**Selected gate families**

Bar = 20 um.
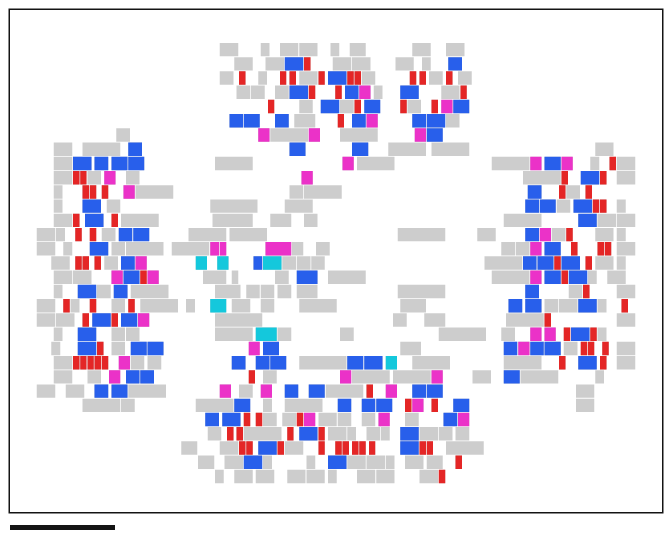
**M1 wires**

Bar = 20 um. Supply wires on this layer in gray.
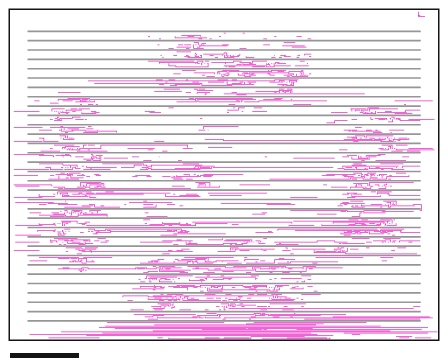
**Track usage over the die**

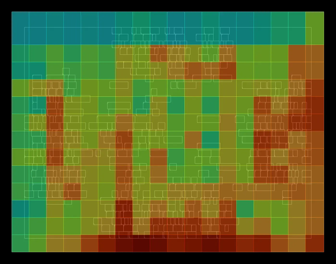
**Metal 3**

Bar = 20 um.
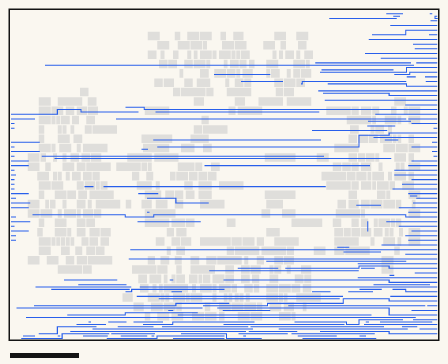
**A small window of the routed layout**

Bar = 10 um. Window x 73 to 113, y 4 to 44 um. Cells in gray, sequential cells in the stronger gray; small squares are vias.
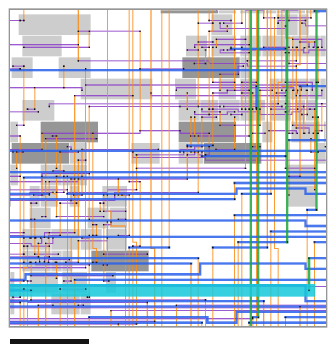
## src/rtl/mem_arbiter.sv

```systemverilog
// Single-port RAM arbiter: data port (D) over instruction port (I), with a starvation counter.
// Optional sub-word store merging via read-modify-write when MEM_ARB_BYTE_WRITE_EN is defined.
module mem_arbiter #(
  parameter int ADDR_W       = 30,
  parameter int DATA_W       = 32,
  parameter int STARVE_LIMIT = 4
) (
  input  logic              clk,
  input  logic              rst,
  input  logic              i_req,
  input  logic [ADDR_W-1:0] i_addr,
  output logic              i_ack,
  output logic              i_rvalid,
  output logic [DATA_W-1:0] i_rdata,
  input  logic              d_req,
  input  logic              d_we,
  input  logic [ADDR_W-1:0] d_addr,
  input  logic [DATA_W-1:0] d_wdata,
`ifdef MEM_ARB_BYTE_WRITE_EN
  input  logic [3:0]        d_be,
`endif
  output logic              d_ack,
  output logic              d_rvalid,
  output logic [DATA_W-1:0] d_rdata,
  output logic              ram_wren,
  output logic [ADDR_W-1:0] ram_address,
  output logic [DATA_W-1:0] ram_data,
  input  logic [DATA_W-1:0] ram_q
);

  typedef enum logic [0:0] {
    IDLE = 1'b0,
    RMW  = 1'b1
  } state_t;

  state_t            state;
  state_t            state_next;
  logic [3:0]        starve_cnt;
  logic [ADDR_W-1:0] addr_q;
  logic              i_rvalid_q;
  logic              d_rvalid_q;
  logic              d_read;
  logic              i_win;
  logic [DATA_W-1:0] merged;

  // I only wins against a pending D request once it has been refused long enough.
  assign i_win = i_req && (!d_req || (starve_cnt >= 4'(STARVE_LIMIT)));

`ifdef MEM_ARB_BYTE_WRITE_EN
  always_comb begin
    merged = ram_q;
    for (int b = 0; b < 4; b++) begin
      if (d_be[b]) merged[8*b +: 8] = d_wdata[8*b +: 8];
    end
  end
`else
  assign merged = d_wdata;
`endif

  always_comb begin
    state_next  = state;
    i_ack       = 1'b0;
    d_ack       = 1'b0;
    d_read      = 1'b0;
    ram_wren    = 1'b0;
    ram_address = addr_q;
    ram_data    = d_wdata;
    if (!rst) begin
      case (state)
        IDLE: begin
          if (i_win) begin
            ram_address = i_addr;
            i_ack       = 1'b1;
          end else if (d_req) begin
            ram_address = d_addr;
            if (!d_we) begin
              d_ack  = 1'b1;
              d_read = 1'b1;
            end else begin
`ifdef MEM_ARB_BYTE_WRITE_EN
              if (d_be == 4'hF) begin
                ram_wren = 1'b1;
                d_ack    = 1'b1;
              end else if (d_be == 4'h0) begin
                d_ack = 1'b1;
              end else begin
                // Fetch the old word now; the merged store happens next cycle.
                state_next = RMW;
              end
`else
              ram_wren = 1'b1;
              d_ack    = 1'b1;
`endif
            end
          end
        end
        RMW: begin
          ram_address = d_addr;
          if (d_req) begin
            ram_wren = 1'b1;
            ram_data = merged;
            d_ack    = 1'b1;
          end
          state_next = IDLE;
        end
        default: state_next = IDLE;
      endcase
    end
  end

  always_ff @(posedge clk) begin
    if (rst) begin
      state      <= IDLE;
      starve_cnt <= 4'd0;
      addr_q     <= '0;
      i_rvalid_q <= 1'b0;
      d_rvalid_q <= 1'b0;
    end else begin
      state      <= state_next;
      addr_q     <= ram_address;
      i_rvalid_q <= i_ack;
      d_rvalid_q <= d_read;
      if (i_req && !i_ack) begin
        if (starve_cnt != 4'd15) starve_cnt <= starve_cnt + 4'd1;
      end else begin
        starve_cnt <= 4'd0;
      end
    end
  end

  assign i_rvalid = i_rvalid_q && !rst;
  assign d_rvalid = d_rvalid_q && !rst;
  assign i_rdata  = ram_q;
  assign d_rdata  = ram_q;

endmodule

```

## config.mk

```make
export PLATFORM = sky130hd
export DESIGN_NAME = mem_arbiter
export DESIGN_NICKNAME = d
export VERILOG_FILES = /design/src/rtl/mem_arbiter.sv
export SDC_FILE = /design/constraint.sdc
export NUM_CORES = 1
export LEC_CHECK = 0
export CORE_ASPECT_RATIO = 0.75
export CORE_MARGIN = 5
export CORE_UTILIZATION = 31
export CTS_CLUSTER_DIAMETER = 40
export DETAILED_ROUTE_END_ITERATION = 7
export GPL_ROUTABILITY_DRIVEN = 1
export PLACE_DENSITY = 0.79
export REMOVE_ABC_BUFFERS = 1
export SLEW_MARGIN = 20
export SYNTH_ARGS = -nofsm -noshare
export SYNTH_HDL_FRONTEND = slang
export SYNTH_SLANG_ARGS = --single-unit
```

## constraint.sdc

```tcl
create_clock -name clk -period 2.45 [get_ports clk]
set_clock_uncertainty 0.1 [all_clocks]
set_input_delay 0.49 -clock clk [delete_from_list [all_inputs] [get_ports clk]]
set_output_delay 0.49 -clock clk [all_outputs]
set_load 0.02 [all_outputs]
```

==> flow_metrics.rpt <==
==== FLOW RESULTS ====
----------------------------------------------------
[Final layout]
  Top cell category ........................ buffers
  Clkbuf count ........................ 7
  Top library cells by usage in the layout, fill and taps aside ........................ 90 x sky130_fd_sc_hd__inv_1, 61 x sky130_fd_sc_hd__clkdlybuf4s50_1, 61 x sky130_fd_sc_hd__buf_4
  Mi-comb count ........................ 138
  Final-layout non-clock buffer area share ........................ 36.2%
  Share of the final layout cell area in sequential cells ........................ 18.5%
  Net count of the finished layout ........................ 568
  Layout Utilization ........................ ~40%
  Total of plain and repair buffers excluding clock buffers ........................ 167
  Invs w/o clock ........................ about 90
  Share of final layout cell area taken by clock buffers and inverters ........................ around 3.9%
  Layout Cell Area excl Fill ........................ around 0.0039 sq mm
  Area overhead of the layout relative to synthesis ........................ 27.6%
  Share of layout cells above drive strength 1 ........................ approximately 26%
  Area of combinational cells with multiple inputs ........................ 0.00111 sq mm
  Number of sequential storage elements ........................ 36
  Filler Cells Inserted ........................ 982
  Sequential cell area ........................ 722 sq um
  Antenna diodes ........................ 0

[Timing]
  Final Setup Violations ........................ 0
  Minimum clock period ........................ 2.43 ns
  Setup WS post-layout ........................ roughly 0.019 ns
  Tcrit/Tclk final ........................ between 90% and 100%
  Hold violation total from the final report ........................ 0
  Sum of negative setup slack ........................ 0 ns
  Max Transition Viols Final ........................ 0
  Highest attainable clock frequency ........................ 0.411 GHz
  Final hold slack ........................ 0.328 ns
  RSZ-0062 raised after global routing ........................ yes

[Global route]
  Antenna violations before repair ........................ 0
  First-pass GRT wire length ........................ ~23000 um
  Maximum number of pins on one net before global-route repair ........................ 48
  Vias in the first global route ........................ about 2900
  Total congestion overflow after global routing ........................ 0

[Pwr]
  Leakage ........................ 0.00187 uW
  Peak supply drop ........................ 0.000230 V
  Final total power ........................ 1930 uW
  Total power density per cell area ........................ a little under 500 mW/mm^2

[Placement]
  Placer congestion estimate ........................ 0.907
  Post-placement setup slack ........................ -0.711 ns
  Post-detail-place hpwl ........................ 14100 um
  Port buffer count ........................ 99
  Instance area after placement ........................ 0.00383 sq mm
  Count of placed standard cells including taps ........................ approximately 560

[Worst setup path]
  Kind of start point of the critical path ........................ register
  Crit. End Element ........................ output port
  Crit path max-delay cell type ........................ sky130_fd_sc_hd__or3b_4
  Critical-path cell list ........................ or3b_4, nor2b_4, buf_12, a222oi_1, buf_2
  Critical path peak fanout ........................ 14
  Critical Setup Path Class ........................ register to output port
  Data arrival, critical path ........................ ~1.8 ns
  Buffer and inverter count on the worst path ........................ 2
  Family with the most delay on the worst path ........................ simple AND/OR/NAND/NOR gates
  Req. time, crit path ........................ about 1.9 ns
  Delay contributed by the slowest stage of the critical path ........................ approximately 0.4 ns

[Clock network]
  TritonCTS clock tree ........................ built
  CTS root buf ........................ sky130_fd_sc_hd__clkbuf_16
  CTS sink count ........................ 36
  Clock transition at the register clock pins on the worst setup and hold paths after CTS ........................ 0.05 ns
  # Post-CTS Setup Buffers ........................ 0
  Number of buffers between clock root and the deepest sink ........................ 2
  CTS Buf Count ........................ 5
  Hold Buf Count CTS ........................ 0
  Clock Latency Late Sink ........................ 0.27 ns
  PostCTS Resize Cnt ........................ 164
  Count of H-tree levels built during CTS ........................ 2

[Synth]
  Synthesized instance count ........................ 392
  Yosys aoi share ........................ 26.2%
  Area contributors post-synth ........................ sky130_fd_sc_hd__buf_4 24%, sky130_fd_sc_hd__dfxtp_1 24%, sky130_fd_sc_hd__inv_1 11%
  Yosys simple share ........................ 9.38%
  Number of standard cells reported by yosys ........................ 392
  Area of the mapped netlist ........................ 0.00306 sq mm
  Adder-Cell Fraction of Synth Area ........................ 0.410%
  Syn avg cell area ........................ between 7 and 8 sq um
  Area fraction in xor and xnor cells ........................ 0%
  Synth warn ........................ 0
  Multiplexer share of the synthesized area ........................ 0%
  Seq/Total Area, Yosys ........................ about a quarter
  Proportion of netlist area held by the largest area contributor ........................ 23.8%
  Comb area leader ........................ buffers and inverters
  Top cell type by total area after synthesis ........................ sky130_fd_sc_hd__buf_4
  Flops & latches, synth ........................ 36
  Chip area from the yosys synthesis statistics ........................ ~0.0031 sq mm
  Distinct cell type count of the synthesized netlist ........................ 22

[Die]
  Number of tap instances ........................ 132
  Chip Footprint ........................ 0.0120 sq mm
  Width of the die ........................ between 100 and 150 um
  Cell Rows ........................ 31
  FP Util ........................ 31.6%
  CORE AREA ........................ 0.00966 sq mm
  Top-level port count ........................ 260
  Y dimension of the die ........................ ~96 um

[Routing]
  Via-to-Cell Ratio ........................ about 5.3
  DRT Pass-1 Iters ........................ 5
  Routed Antenna Nets ........................ 0
  Drt drc ........................ 0
  DRT iter0 DRCs ........................ 277

[Run]
  Max-cap viol count ........................ 0
  OpenROAD warning count ........................ 27

[Outcome]
  Result of the run ........................ complete, no violations

[Min path]
  Type of the tightest min-delay check ........................ register to register

----------------------------------------------------
Back to the opening pictures, 'selected gate families':
legend:
  nor cells:
    color: magenta
    cells: 37
    most_used: nor2b_1
  inv cells:
    color: red
    cells: 90
    most_used: inv_1
    where: spread over the die
  aoi and oai cells:
    color: blue
    cells: 92
  and/or cells:
    color: cyan
    cells: 6
    most_used: and2_1
most common logic cell in the routed design: sky130_fd_sc_hd__inv_1
share of the final layout cell area in multi-input gates: 28.5%
final non-filler cell total: 570

Back to the opening pictures, 'M1 wires':
wire length on this layer: 5160 um
nets with wire on the layer: 483
share of all routed wire: 31%
main direction: horizontal
longest straight run: 110 um
wire length after detailed routing: 16800 um
routed via count: 2999
global-route met1 utilization: 22.6%

Back to the opening pictures, 'track usage over the die':
GRT Overall Usage: 27.2%
global routing met2 resource utilization: 41.1%
most used routing layer: met2
post-detailed-route wirelength per cell: 29.5 um

Back to the opening pictures, 'metal 3':
share of all routed wire: 22%
main direction: horizontal
nets with wire on the layer: 121
met3 Track Usage GR: 29.8%

Back to the opening pictures, 'a small window of the routed layout':
legend:
  M2:
    color: orange
  M3:
    color: blue
  M4:
    color: green
  M5:
    color: cyan
  M1:
    color: purple
cells with their middle in the window: 63
most frequent: inv_1 (13), buf_4 (8), clkdlybuf4s50_1 (7)
sequential cells in the window: 6
netlist names of flops here include: `addr_q` (5), `d_rvalid_q` (1)

[cells in the mapped netlist]
library cell	n
sky130_fd_sc_hd__nor3_1	1
sky130_fd_sc_hd__or3b_1	1
sky130_fd_sc_hd__dfxtp_1	36
sky130_fd_sc_hd__nor2b_4	1
sky130_fd_sc_hd__nor2b_1	34
sky130_fd_sc_hd__nor2_1	1
sky130_fd_sc_hd__inv_1	90
sky130_fd_sc_hd__o21bai_1	1
sky130_fd_sc_hd__a222oi_1	30
sky130_fd_sc_hd__and2_4	1
sky130_fd_sc_hd__conb_1	1
sky130_fd_sc_hd__nand2b_1	1
sky130_fd_sc_hd__a221oi_1	30
sky130_fd_sc_hd__buf_2	3
sky130_fd_sc_hd__buf_4	97
sky130_fd_sc_hd__buf_6	6
sky130_fd_sc_hd__and2_1	3
sky130_fd_sc_hd__clkbuf_1	22
sky130_fd_sc_hd__o21ai_0	1
sky130_fd_sc_hd__and3b_1	1
sky130_fd_sc_hd__a211oi_1	30
sky130_fd_sc_hd__ha_1	1
[where the power goes]
| group | internal (uW) | switching [uW] |
|---|---|---|
| Combinational | 313 | 304 |
| Clock | 427 | 234 |
| Sequential | 629 | 19.4 |
[final timing paths]
kind,startpoint,endpoint,slack [ns],depth (start not counted)
worst min-delay path,starve_cnt[0],starve_cnt[0],0.33,1
worst min register to register,starve_cnt[0],starve_cnt[0],0.33,1
worst max register to register,starve_cnt[2],addr_q[16],0.61,4
worst max-delay path,starve_cnt[2],ram_address[21],0.02,5
[layer usage]
layer	vias to the layer above	global-route usage [%]	part of all wire [%]
li1	1327	-	-
met5	-	13.0	1.1
met1	1378	22.6	31
met2	256	41.1	42
met4	8	10.3	3.7
met3	30	29.8	22
[registers in the layout, summed over array words and instances (netlist names)]
name / count
addr_q: 30
starve_cnt: 4
d_rvalid_q: 1
i_rvalid_q: 1
Power and IR drop assume default switching activity.
